**Run 1: M1 wires**

The bar under the picture is 20 microns long.
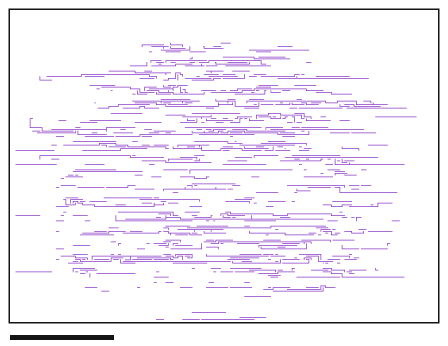
**Run 1: metal 2**

The bar under the picture is 20 microns long. Cells faint in the background.
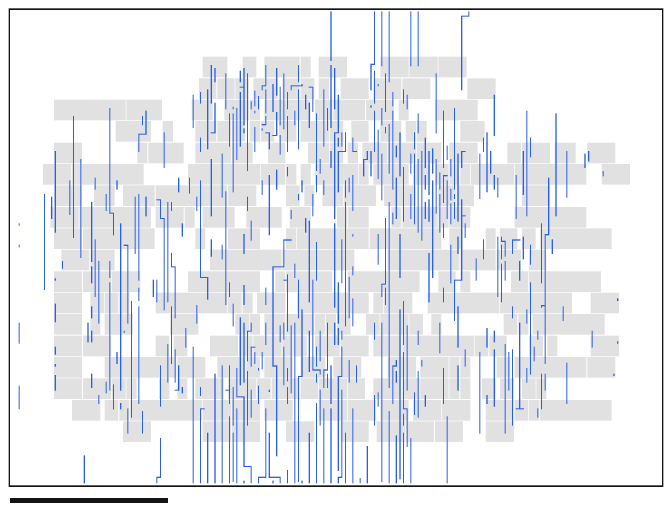
**Run 1: met3 routing**

The bar under the picture is 20 microns long. Cells faint in the background.
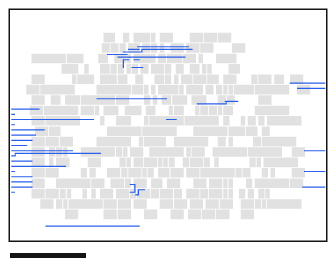
**Run 1: routing congestion**

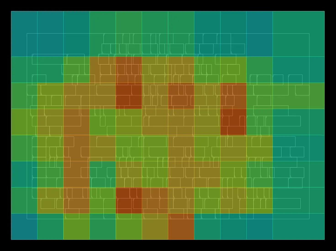
Design rf_write_arbiter, sky130hd; sources not shown.
==> run summary, run 1 <==
Latest figures from synthesis and place and route.

The run finished with clean final reports. The post-synthesis cell count from yosys is 197. The achievable clock frequency is 254.9 MHz.

The horizontal die dimension reported for this design is 82.68 microns. The worst hold path cell count is 2. The final timing report lists a hold violation count of 0. Looking at the VDD voltage map, the peak drop is 0.2830 mV. Counting I/O delays and the setup requirement, the final critical path takes 3923 ps.

The path category of the worst min-delay check is reg2reg. The post-synthesis area per instance is 8.917 sq um. The flip-flop count of the largest register after layout is 8. The wire-length estimate of the detail-placed layout is 3357 microns. The root buffer cell is sky130_fd_sc_hd__clkbuf_16. The area of the core region is 0.003649 sq mm. The post-synth area from yosys stat is 0.001757 sq mm. The worst setup path is of the in2out kind. The commonest register cell after synthesis is sky130_fd_sc_hd__dfrtp_1. The critical path endpoint category is an output port. The placement report lists the number of port buffers as 59.

Entering global routing, the biggest net connects 30 pins. The worst slew slack as a fraction of its limit is 41.41%. The required time of the critical path is 6840 ps. The worst setup path is launched from an input port.

The power report puts the leakage power at 1.015 nW. The most instantiated library cell after synthesis is sky130_fd_sc_hd__dfrtp_1. Synthesis handed over a netlist of 197 instances. The fill cell total of the finished layout is 308. The synthesis report gives the async set-or-reset register share as 100.0%.

After synthesis, flip-flops and latches occupy 34.19% of the total area. Looking at the max-slew report, the worst-margin pin has a slew of 877.9 ps. The proportion of netlist area held by the largest area contributor is 34.19%. Dividing total power by cell area gives a power density of 415.8 mW/mm^2. The area growth from synthesis to layout is 38.25%. In this run, synthesis inferred 0 flip-flops with an integrated enable. The total setup violations reported at the end of the flow is 0. The average via count per standard cell is 5.458.
About 'M1 wires':
nets with wire on the layer: 260
share of all routed wire: 50%
main direction: horizontal
wire length on this layer: 2120 microns
detailed-route via count: 1632
met1 routing resource usage after global routing: 28.14%
final wirelength: 4272 microns

About 'metal 2':
nets with wire on the layer: 243
longest straight run: 23.5 microns
share of all routed wire: 44%
wire length on this layer: 1860 microns
Global Route met2 Usage: 27.40%

About 'met3 routing':
longest straight run: 24.4 microns
main direction: horizontal
share of all routed wire: 6.8%
nets with wire on the layer: 35
wire length on this layer: 292 microns
M3 GR Usage: 4.970%

About 'routing congestion':
average wire length per cell after detail routing: 14.29 microns
overall track demand over capacity in global routing: 18.87%
most used routing layer: met1
Finished Core Util: 66.56%

-- run 1: cell type report --
type,instances,area share (%)
Multi-Input combinational cell,152,43.43
Sequential cell,24,24.73
Timing Repair Buffer,60,24.63
Clock buffer,3,3.091
Tap cell,50,2.576
Inverter,9,1.391
Clock inverter,1,0.1546
-- run 1: layer usage --
layer	routed length, microns	GRT usage [%]
met1	2116	28.14
met2	1858	27.40
met3	291	4.970
met4	5	3.497
met5	0	0
-- run 1: power breakdown --
| part | internal [mW] | leakage (nW) | switching (mW) |
|---|---|---|---|
| combinational | 0.288 | 0.671 | 0.384 |
| clock | 0.0702 | 0.0385 | 0.0418 |
| sequential | 0.181 | 0.305 | 0.0447 |
| total | 0.540 | 1.02 | 0.470 |
-- run 1: cell usage in the layout, fill, tap and decap left out, drive strengths merged, types with 2 or more instances in the layout --
master	instances
clkdlybuf4s50	59
dfrtp	24
nor2	20
mux2i	18
nand2	18
a21oi	16
o21ai	13
inv	9
mux2	8
nor3	6
ha	5
nor2b	4
nand3	4
a21o	3
nor4	3
clkbuf	3
a22oi	3
or3	2
nand3b	2
o22ai	2
and3	2
a211oi	2
and2	2
or2	2
-- run 1: cells by family (layout without fill, tap and decap cells) --
family / Yosys count / after routing / share of synthesized area, %
flip-flops: 24 / 24 / 34.19
AND-OR/OR-AND: 50 / 50 / 19.80
AND/OR/NAND/NOR: 70 / 70 / 20.37
adder cells (fa/ha/maj): 5 / 5 / 3.561
buffers and inverters: 21 / 73 / 5.769
XOR/XNOR: 1 / 1 / 0.4987
multiplexers: 26 / 26 / 15.81
-- run 1: per-stage QoR --
step                      setup WS (ps)  power [mW]  instance area [sq um]  std cells  utilization, %
after floorplan                    4849      0.7264                   1757        197               -
after global placement             3788      0.8896                   2350        295           64.40
after detailed placement           3728      0.8972                   2350        295           64.40
after CTS                          3706       1.016                   2429        299           66.56
after global routing               3594       1.091                   2429        299           66.56
final                              3677       1.010                   2429        299           66.56
-- run 1: critical path: stages --
cell and delay, ps:
sky130_fd_sc_hd__clkdlybuf4s50_1 660, sky130_fd_sc_hd__nand3b_1 130, sky130_fd_sc_hd__or2_1 260, sky130_fd_sc_hd__a21oi_4 280, sky130_fd_sc_hd__nand2_1 90, sky130_fd_sc_hd__a21oi_1 250, sky130_fd_sc_hd__clkdlybuf4s50_1 730
**Run 1: cell area per tile**

The die is cut into 8 by 6 equal tiles; white is low, dark blue is high, 0 to 100% covered.
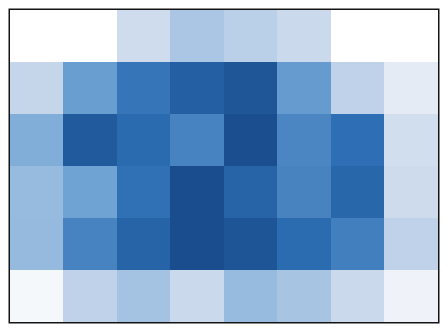

==> run 2: changes to the inputs <==
- clock period: 7.6 -> 3.87 ns (I/O delays scaled with it)
**Run 2: cell area per tile**

The die is cut into 8 by 6 equal tiles; white is low, dark blue is high, 0 to 100% covered.
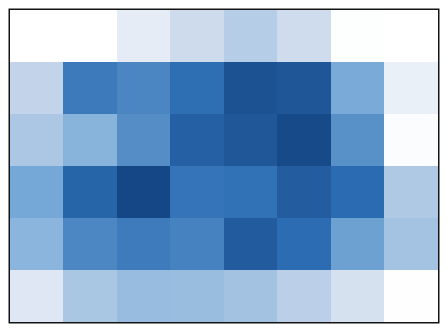
emptiest ninth of the die: north-east
mean over tiles: 47%
tiles over 75% full: 23%
nearly empty tiles: 13%
Finished Core Util: 66.46%
placeable core region: 0.003649 sq mm

==> run 2 against run 1 <==
  * Sequential cell count is the same
  * Clock power grew 96%
  * Wire length grew 1.9%
  * Sequential power grew 97%
  * First-iteration DRC count shrank 1.9%
  * Largest cell class unchanged
  * Clock skew grew 1.4 ps
  * Synthesized cell count is the same
  * Combinational power grew 95%
  * Synthesized area is the same
  * Global-route usage grew 0.99 points
==> run summary, run 2 <==
Latest figures from synthesis and place and route.

The violation count after the first detailed-route iteration is 156. The required time of the critical path is 3480 ps. In the final timing run, aggregate negative setup slack is 0 ps. The most frequent logic cell in the layout is sky130_fd_sc_hd__clkdlybuf4s50_1.

The number of buffers between clock root and the deepest sink is 2. The post-synthesis cell count from yosys is 197. The post-synthesis cell type count is 53. The floorplan row count is 18. The horizontal die dimension reported for this design is 82.68 microns.

Among all flip-flop cells after synthesis, the most frequent one is sky130_fd_sc_hd__dfrtp_1. The flow ran to the end, and the final reports show no timing, DRC or antenna violations. The critical path endpoint category is an output port. The startpoint type of the worst setup path is a register.

Across every metal layer, demand over resource in global routing totals 19.85%. Looking at area per cell type in the netlist, the leader is sky130_fd_sc_hd__dfrtp_1. The path category of the worst min-delay check is reg2reg.

The area growth from synthesis to layout is 38.03%. In this run the VDD rail shows a maximum IR drop of 0.4794 mV. The script logs the ratio of routed vias to standard cells as 5.326. Once synthesis finished, the tally of register bits stood at 24. The pin closest to its max-slew limit shows a slew of 914.1 ps. The fraction of registers with async set or reset after synthesis is 100.0%. Yosys reports a chip area of 0.001757 sq mm. The register with the most flip-flops in the layout has 8 of them. The critical path is of the reg2out type. The fill cell total of the finished layout is 302. In this run the mean area of a mapped cell was 8.917 sq um. The count of input and output buffers is 59. The total length of routed wires is 4352 microns. The share of the Yosys chip area taken by registers is 34.19%. The synthesis log from Yosys contains 0 warnings. The total power per unit cell area is 814.8 mW/mm^2. The library cells used most frequently in the layout, excluding fill and tap cells, are 59 x sky130_fd_sc_hd__clkdlybuf4s50_1, 24 x sky130_fd_sc_hd__dfrtp_1, 18 x sky130_fd_sc_hd__mux2i_1, 18 x sky130_fd_sc_hd__nor2_1, 18 x sky130_fd_sc_hd__nand2_1.

The synthesized netlist handed to floorplanning was reported with a cell count of 197. After synthesis, the most frequently instantiated cells are 24 x sky130_fd_sc_hd__dfrtp_1, 18 x sky130_fd_sc_hd__mux2i_1, 18 x sky130_fd_sc_hd__nand2_1, 18 x sky130_fd_sc_hd__nor2_1, 15 x sky130_fd_sc_hd__a21oi_1. The count of flip-flops with a built-in enable after synthesis is 0. The most instantiated library cell after synthesis is sky130_fd_sc_hd__dfrtp_1. The post-DP HPWL is 3450 microns.

In the hold timing report, the worst path depth is 2. For this run, the final setup violation count is recorded as 0. The worst slew slack as a fraction of its limit is 38.99%.

The proportion of netlist area held by the largest area contributor is 34.19%. Entering global routing, the biggest net connects 29 pins. The report counts max-capacitance violations totalling 0. For the finished layout, the period the worst path requires is 3208 ps. The maximum fanout encountered on the critical timing path is 8. The static leakage is 1.014 nW. The achievable clock frequency is 311.8 MHz. The final routed wire length divided by cell count is 14.60 microns. The root buffer cell is sky130_fd_sc_hd__clkbuf_16.
**Run 2: metal 2**

The bar under the picture is 20 microns long. Cells faint in the background.
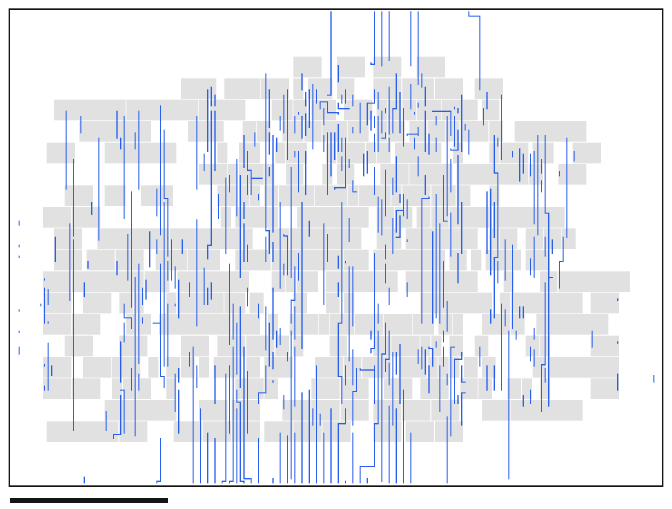
nets with wire on the layer: 241
longest straight run: 24.5 microns
main direction: vertical
share of all routed wire: 43%
detailed-route via count: 1587
Global Route met2 Usage: 28.42%

==> run 2: cell types whose count changed in the layout (fill, tap and decap cells not counted), sizes merged <==
cell / previous run / this run
clkinv: 1 / 0
==> run 2: per-stage QoR <==
step / total power, mW / instance area (sq um) / setup WS [ps] / util, % / std cells
after floorplan: 1.427 / 1757 / 1323 / - / 197
after global placement: 1.745 / 2350 / 850.5 / 64.40 / 295
after detailed placement: 1.754 / 2350 / 825.2 / 64.40 / 295
after CTS: 1.989 / 2425 / 658.6 / 66.46 / 298
after global routing: 2.146 / 2425 / 512.9 / 66.46 / 298
final: 1.976 / 2425 / 662.3 / 66.46 / 298
==> run 2: logic make-up (layout without fill, tap and decap cells) <==
logic type               Yosys count  count (layout)  share of synthesized area (%)
buffers and inverters             21              72                          5.769
adder cells (fa/ha/maj)            5               5                          3.561
AND/OR/NAND/NOR                   70              70                          20.37
AND-OR/OR-AND                     50              50                          19.80
flip-flops                        24              24                          34.19
XOR/XNOR                           1               1                         0.4987
multiplexers                      26              26                          15.81
==> run 2: layout make-up <==
| cell class | count | area, sq um | share of cell area (%) |
|---|---|---|---|
| tap | 50 | 62.56 | 2.580 |
| inverter | 9 | 33.78 | 1.393 |
| multi-input combinational | 152 | 1055 | 43.50 |
| timing repair buffer | 60 | 598.1 | 24.66 |
| clock buffer | 3 | 75.07 | 3.096 |
| sequential | 24 | 600.6 | 24.77 |
==> run 2: critical path: stages (launching register included) <==
cell and delay [ps]:
sky130_fd_sc_hd__dfrtp_1 380, sky130_fd_sc_hd__inv_1 90, sky130_fd_sc_hd__ha_1 430, sky130_fd_sc_hd__nand3b_1 140
sky130_fd_sc_hd__or2_1 260, sky130_fd_sc_hd__a21oi_4 260, sky130_fd_sc_hd__nand2_1 80, sky130_fd_sc_hd__a21oi_1 210
sky130_fd_sc_hd__clkdlybuf4s50_1 720
==> run 2: metal layers <==
layer  share of wire (%)  routed length [microns]  vias up  global-route usage [%]
met1                  50                     2162      728                   29.19
met3                 6.1                      265        4                   5.422
met4                 1.0                       45        0                   5.361
met2                  43                     1878       48                   28.42
li1                    -                        -      807                       -
met5                   0                        0        -                       0
==> run 2: where the power goes <==
part           leakage (nW)  switching [mW]  internal [mW]
clock network        0.0370          0.0826          0.137
registers             0.305          0.0891          0.356
logic                 0.671           0.745          0.567
Power and IR drop assume default switching activity.
